<file path="config.mk">
export PLATFORM = sky130hd
export DESIGN_NAME = mult_seq_ctrl
export DESIGN_NICKNAME = d
export VERILOG_FILES = /design/src/rtl/mult_seq_pkg.sv /design/src/rtl/dadda16x16_3_2.sv /design/src/rtl/dadda32x32_3_2.sv /design/src/rtl/dadda8x8_3_2.sv /design/src/rtl/dadda_csa_core.sv /design/src/rtl/mult_seq_ctrl.sv
export SDC_FILE = /design/constraint.sdc
export NUM_CORES = 1
export LEC_CHECK = 0
export ABC_AREA = 1
export CORE_ASPECT_RATIO = 0.6
export CORE_MARGIN = 8
export CORE_UTILIZATION = 49
export DETAILED_ROUTE_END_ITERATION = 8
export PLACE_DENSITY = 0.68
export SYNTH_ARGS = -nofsm -noshare
export SYNTH_HDL_FRONTEND = slang
export SYNTH_SLANG_ARGS = --single-unit
</file>
<file path="constraint.sdc">
create_clock -name clk -period 24.5 [get_ports clk]
set_input_delay 4.9 -clock clk [delete_from_list [all_inputs] [get_ports clk]]
set_output_delay 4.9 -clock clk [all_outputs]
set_load 0.005 [all_outputs]
</file>
<file path="src/rtl/mult_seq_pkg.sv">
// Shared types and helpers for the iterative wide multiplier sequencer.
//   state_e     : sequencer FSM states
//   Step*       : 2-bit partial-product step encodings; bit 0 selects the high half
//                 of operand a, bit 1 selects the high half of operand b
//   step_shift  : left shift applied to a step's partial product for half width w
package mult_seq_pkg;

    typedef enum logic [1:0] {
        StIdle,
        StMul,
        StDone
    } state_e;

    localparam logic [1:0] StepLl = 2'd0;  // aL*bL
    localparam logic [1:0] StepHl = 2'd1;  // aH*bL
    localparam logic [1:0] StepLh = 2'd2;  // aL*bH
    localparam logic [1:0] StepHh = 2'd3;  // aH*bH

    function automatic int unsigned step_shift(input logic [1:0] step, input int unsigned w);
        case (step)
            StepLl:         return 0;
            StepHl, StepLh: return w;
            default:        return 2 * w;
        endcase
    endfunction

endpackage

</file>
<file path="src/rtl/dadda16x16_3_2.sv">
// 16x16 unsigned combinational multiplier, 3:2-compressor reduction.
//   a, b : 16-bit operands
//   p    : 32-bit product
module dadda16x16_3_2 (
    input  logic [15:0] a,
    input  logic [15:0] b,
    output logic [31:0] p
);

    dadda_csa_core #(
        .Width(16)
    ) u_core (
        .a(a),
        .b(b),
        .p(p)
    );

endmodule

</file>
<file path="src/rtl/dadda32x32_3_2.sv">
// 32x32 unsigned combinational multiplier, 3:2-compressor reduction.
//   a, b : 32-bit operands
//   p    : 64-bit product
module dadda32x32_3_2 (
    input  logic [31:0] a,
    input  logic [31:0] b,
    output logic [63:0] p
);

    dadda_csa_core #(
        .Width(32)
    ) u_core (
        .a(a),
        .b(b),
        .p(p)
    );

endmodule

</file>
<file path="src/rtl/dadda8x8_3_2.sv">
// 8x8 unsigned combinational multiplier, 3:2-compressor reduction.
//   a, b : 8-bit operands
//   p    : 16-bit product
module dadda8x8_3_2 (
    input  logic [7:0]  a,
    input  logic [7:0]  b,
    output logic [15:0] p
);

    dadda_csa_core #(
        .Width(8)
    ) u_core (
        .a(a),
        .b(b),
        .p(p)
    );

endmodule

</file>
<file path="src/rtl/dadda_csa_core.sv">
// Combinational unsigned Width x Width multiplier built from rows of 3:2 compressors.
// Partial-product rows are folded one at a time into a carry-save pair, then a single
// carry-propagate add produces the product.
//   a, b : unsigned operands
//   p    : full 2*Width-bit product
module dadda_csa_core #(
    parameter int unsigned Width = 8
) (
    input  logic [Width-1:0]   a,
    input  logic [Width-1:0]   b,
    output logic [2*Width-1:0] p
);

    localparam int unsigned PW = 2 * Width;

    logic [PW-1:0] row   [Width];
    logic [PW-1:0] sum   [Width];
    logic [PW-1:0] carry [Width];

    for (genvar i = 0; i < Width; i++) begin : g_rows
        assign row[i] = b[i] ? ({{Width{1'b0}}, a} << i) : '0;
    end

    assign sum[0]   = row[0];
    assign carry[0] = '0;

    // The exact running sum always fits in PW bits, so dropping the top carry bit is safe.
    for (genvar i = 1; i < Width; i++) begin : g_csa
        assign sum[i]   = sum[i-1] ^ carry[i-1] ^ row[i];
        assign carry[i] = ((sum[i-1] & carry[i-1]) | (sum[i-1] & row[i]) |
                           (carry[i-1] & row[i])) << 1;
    end

    assign p = sum[Width-1] + carry[Width-1];

endmodule

</file>
<file path="src/rtl/mult_seq_ctrl.sv">
// Iterative 2W x 2W unsigned multiplier that time-shares one W x W Dadda multiplier.
// Operands are split into halves; up to four partial products are issued on successive
// cycles and accumulated with the proper shifts.
//   clk, rst_n          : clock, asynchronous active-low reset
//   in_valid/in_ready   : operand handshake; in_a, in_b latched on accept
//   out_valid/out_ready : product handshake; out_p held until taken
//   busy                : high whenever the sequencer is not idle
module mult_seq_ctrl
    import mult_seq_pkg::*;
#(
    parameter int unsigned HALF_W    = 16,
    parameter bit          SKIP_ZERO = 1'b1
) (
    input  logic              clk,
    input  logic              rst_n,
    input  logic              in_valid,
    output logic              in_ready,
    input  logic [2*HALF_W-1:0] in_a,
    input  logic [2*HALF_W-1:0] in_b,
    output logic              out_valid,
    input  logic              out_ready,
    output logic [4*HALF_W-1:0] out_p,
    output logic              busy
);

    localparam int unsigned W  = HALF_W;
    localparam int unsigned OW = 2 * HALF_W;
    localparam int unsigned PW = 4 * HALF_W;

    state_e        state_q, state_d;
    logic [OW-1:0] a_q, b_q;
    logic [1:0]    step_q, step_d;
    logic [PW-1:0] acc_q, acc_d;
    logic          load;

    logic [W-1:0]  a_lo, a_hi, b_lo, b_hi;
    logic [W-1:0]  mul_a, mul_b;
    logic [OW-1:0] pp;
    logic [PW-1:0] pp_shifted;
    logic [3:0]    step_en;
    logic [1:0]    next_step;
    logic          next_found;

    assign a_lo = a_q[W-1:0];
    assign a_hi = a_q[OW-1:W];
    assign b_lo = b_q[W-1:0];
    assign b_hi = b_q[OW-1:W];

    // Step 0 always runs so the accumulator is written at least once per product.
    assign step_en[0] = 1'b1;
    assign step_en[1] = !SKIP_ZERO || ((a_hi != '0) && (b_lo != '0));
    assign step_en[2] = !SKIP_ZERO || ((a_lo != '0) && (b_hi != '0));
    assign step_en[3] = !SKIP_ZERO || ((a_hi != '0) && (b_hi != '0));

    // Lowest enabled step above the current one; descending loop so the smallest wins.
    always_comb begin
        next_step  = step_q;
        next_found = 1'b0;
        for (int s = 3; s >= 1; s--) begin
            if ((s > int'(step_q)) && step_en[s]) begin
                next_step  = 2'(s);
                next_found = 1'b1;
            end
        end
    end

    assign mul_a      = step_q[0] ? a_hi : a_lo;
    assign mul_b      = step_q[1] ? b_hi : b_lo;
    assign pp_shifted = {{OW{1'b0}}, pp} << step_shift(step_q, W);

    if (HALF_W == 8) begin : g_mul8
        dadda8x8_3_2 u_mul (
            .a(mul_a),
            .b(mul_b),
            .p(pp)
        );
    end else if (HALF_W == 16) begin : g_mul16
        dadda16x16_3_2 u_mul (
            .a(mul_a),
            .b(mul_b),
            .p(pp)
        );
    end else if (HALF_W == 32) begin : g_mul32
        dadda32x32_3_2 u_mul (
            .a(mul_a),
            .b(mul_b),
            .p(pp)
        );
    end else begin : g_mul_generic
        dadda_csa_core #(
            .Width(HALF_W)
        ) u_mul (
            .a(mul_a),
            .b(mul_b),
            .p(pp)
        );
    end

    // State register
    always_ff @(posedge clk or negedge rst_n) begin
        if (!rst_n) begin
            state_q <= StIdle;
        end else begin
            state_q <= state_d;
        end
    end

    // Datapath registers
    always_ff @(posedge clk or negedge rst_n) begin
        if (!rst_n) begin
            a_q    <= '0;
            b_q    <= '0;
            step_q <= StepLl;
            acc_q  <= '0;
        end else begin
            if (load) begin
                a_q <= in_a;
                b_q <= in_b;
            end
            step_q <= step_d;
            acc_q  <= acc_d;
        end
    end

    // Next-state logic
    always_comb begin
        state_d = state_q;
        step_d  = step_q;
        acc_d   = acc_q;
        load    = 1'b0;
        case (state_q)
            StIdle: begin
                if (in_valid) begin
                    state_d = StMul;
                    step_d  = StepLl;
                    acc_d   = '0;
                    load    = 1'b1;
                end
            end
            StMul: begin
                acc_d = acc_q + pp_shifted;
                if (next_found) begin
                    step_d = next_step;
                end else begin
                    state_d = StDone;
                    step_d  = StepLl;
                end
            end
            StDone: begin
                if (out_ready) begin
                    state_d = StIdle;
                end
            end
            default: begin
                state_d = StIdle;
            end
        endcase
    end

    // Outputs
    always_comb begin
        in_ready  = (state_q == StIdle);
        out_valid = (state_q == StDone);
        busy      = (state_q != StIdle);
        out_p     = acc_q;
    end

endmodule
</file>
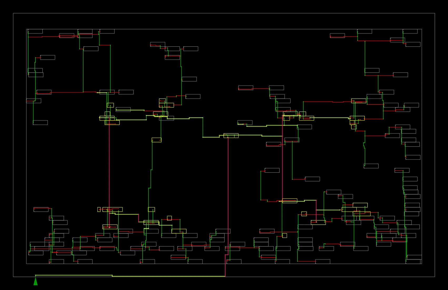
(images/final_clocks.png)
Latency at later pin: 0.46 ns
total clock sinks: 132
CTS Buf Count: 17
seq_cells: 132

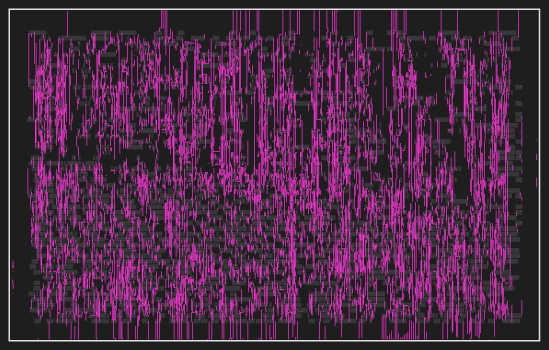
(images/met2.png)
(2 px per um) Cells faint in the background.
longest straight run: 60.9 um
main direction: vertical
nets with wire on the layer: 2532
share of all routed wire: 33%

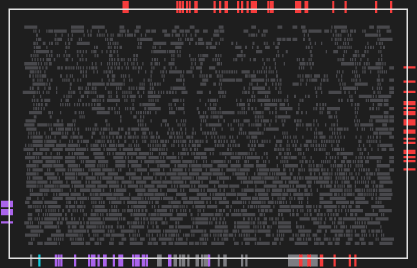
(images/pins.png)
(1.5 px per um) Pins as bars across the die edge, other pins in gray.
[`in_a`] purple | pins: 32 | direction: input | edge: 25 south, 7 west
[`rst_n`] cyan | pins: 1 | direction: input | edge: south
[`out_p`] red | pins: 64 | direction: output | edge: 35 north, 20 east, 9 south

==> impl_metrics.py <==
# Flow results
metrics = {
    "outcome": {
        "outcome": "finished clean",
    },
    "grt": {
        "met3_usage": 0.1572,
    },
    "route": {
        "dr_wl_met2_um": 23020,
        "drc": 0,
    },
    "synth": {
        "adder_share": 0.3008,
        "synthMuxAreaShare": 0.001104,
        "synth_area_um2": 18140,
        "yosys_warnings": 0,
        "synth.distinct_cells": 45,
        "yosys_most_used_dff": "dfrtp_1",
    },
    "sta": {
        "rsz0062_at_grt": "false",
        "fin_setup_tns_ns": 0,
        "skew_ns": 0.01604,
    },
    "clock_network": {
        "clk_pin_slew_ns": 0.07,
        "cts_root_buf": "clkbuf_16",
    },
    "layout": {
        "area_growth_pct": 12.93,
        "largest_reg_flops": 64,
        "clock_buffers": 17,
        "inverters": 373,
    },
    "critical_path": {
        "worst-path-stages": 41,
        "slowest_delay_ns": 0.97,
    },
    "die": {
        "fp_util": 0.4981,
        "row_count": 54,
    },
    "hold_path": {
        "min_path_type": "flip-flop to flip-flop",
        "min_from": "b_q[27]",
    },
    "placement": {
        "placed_cell_area_um2": 19890,
    },
}
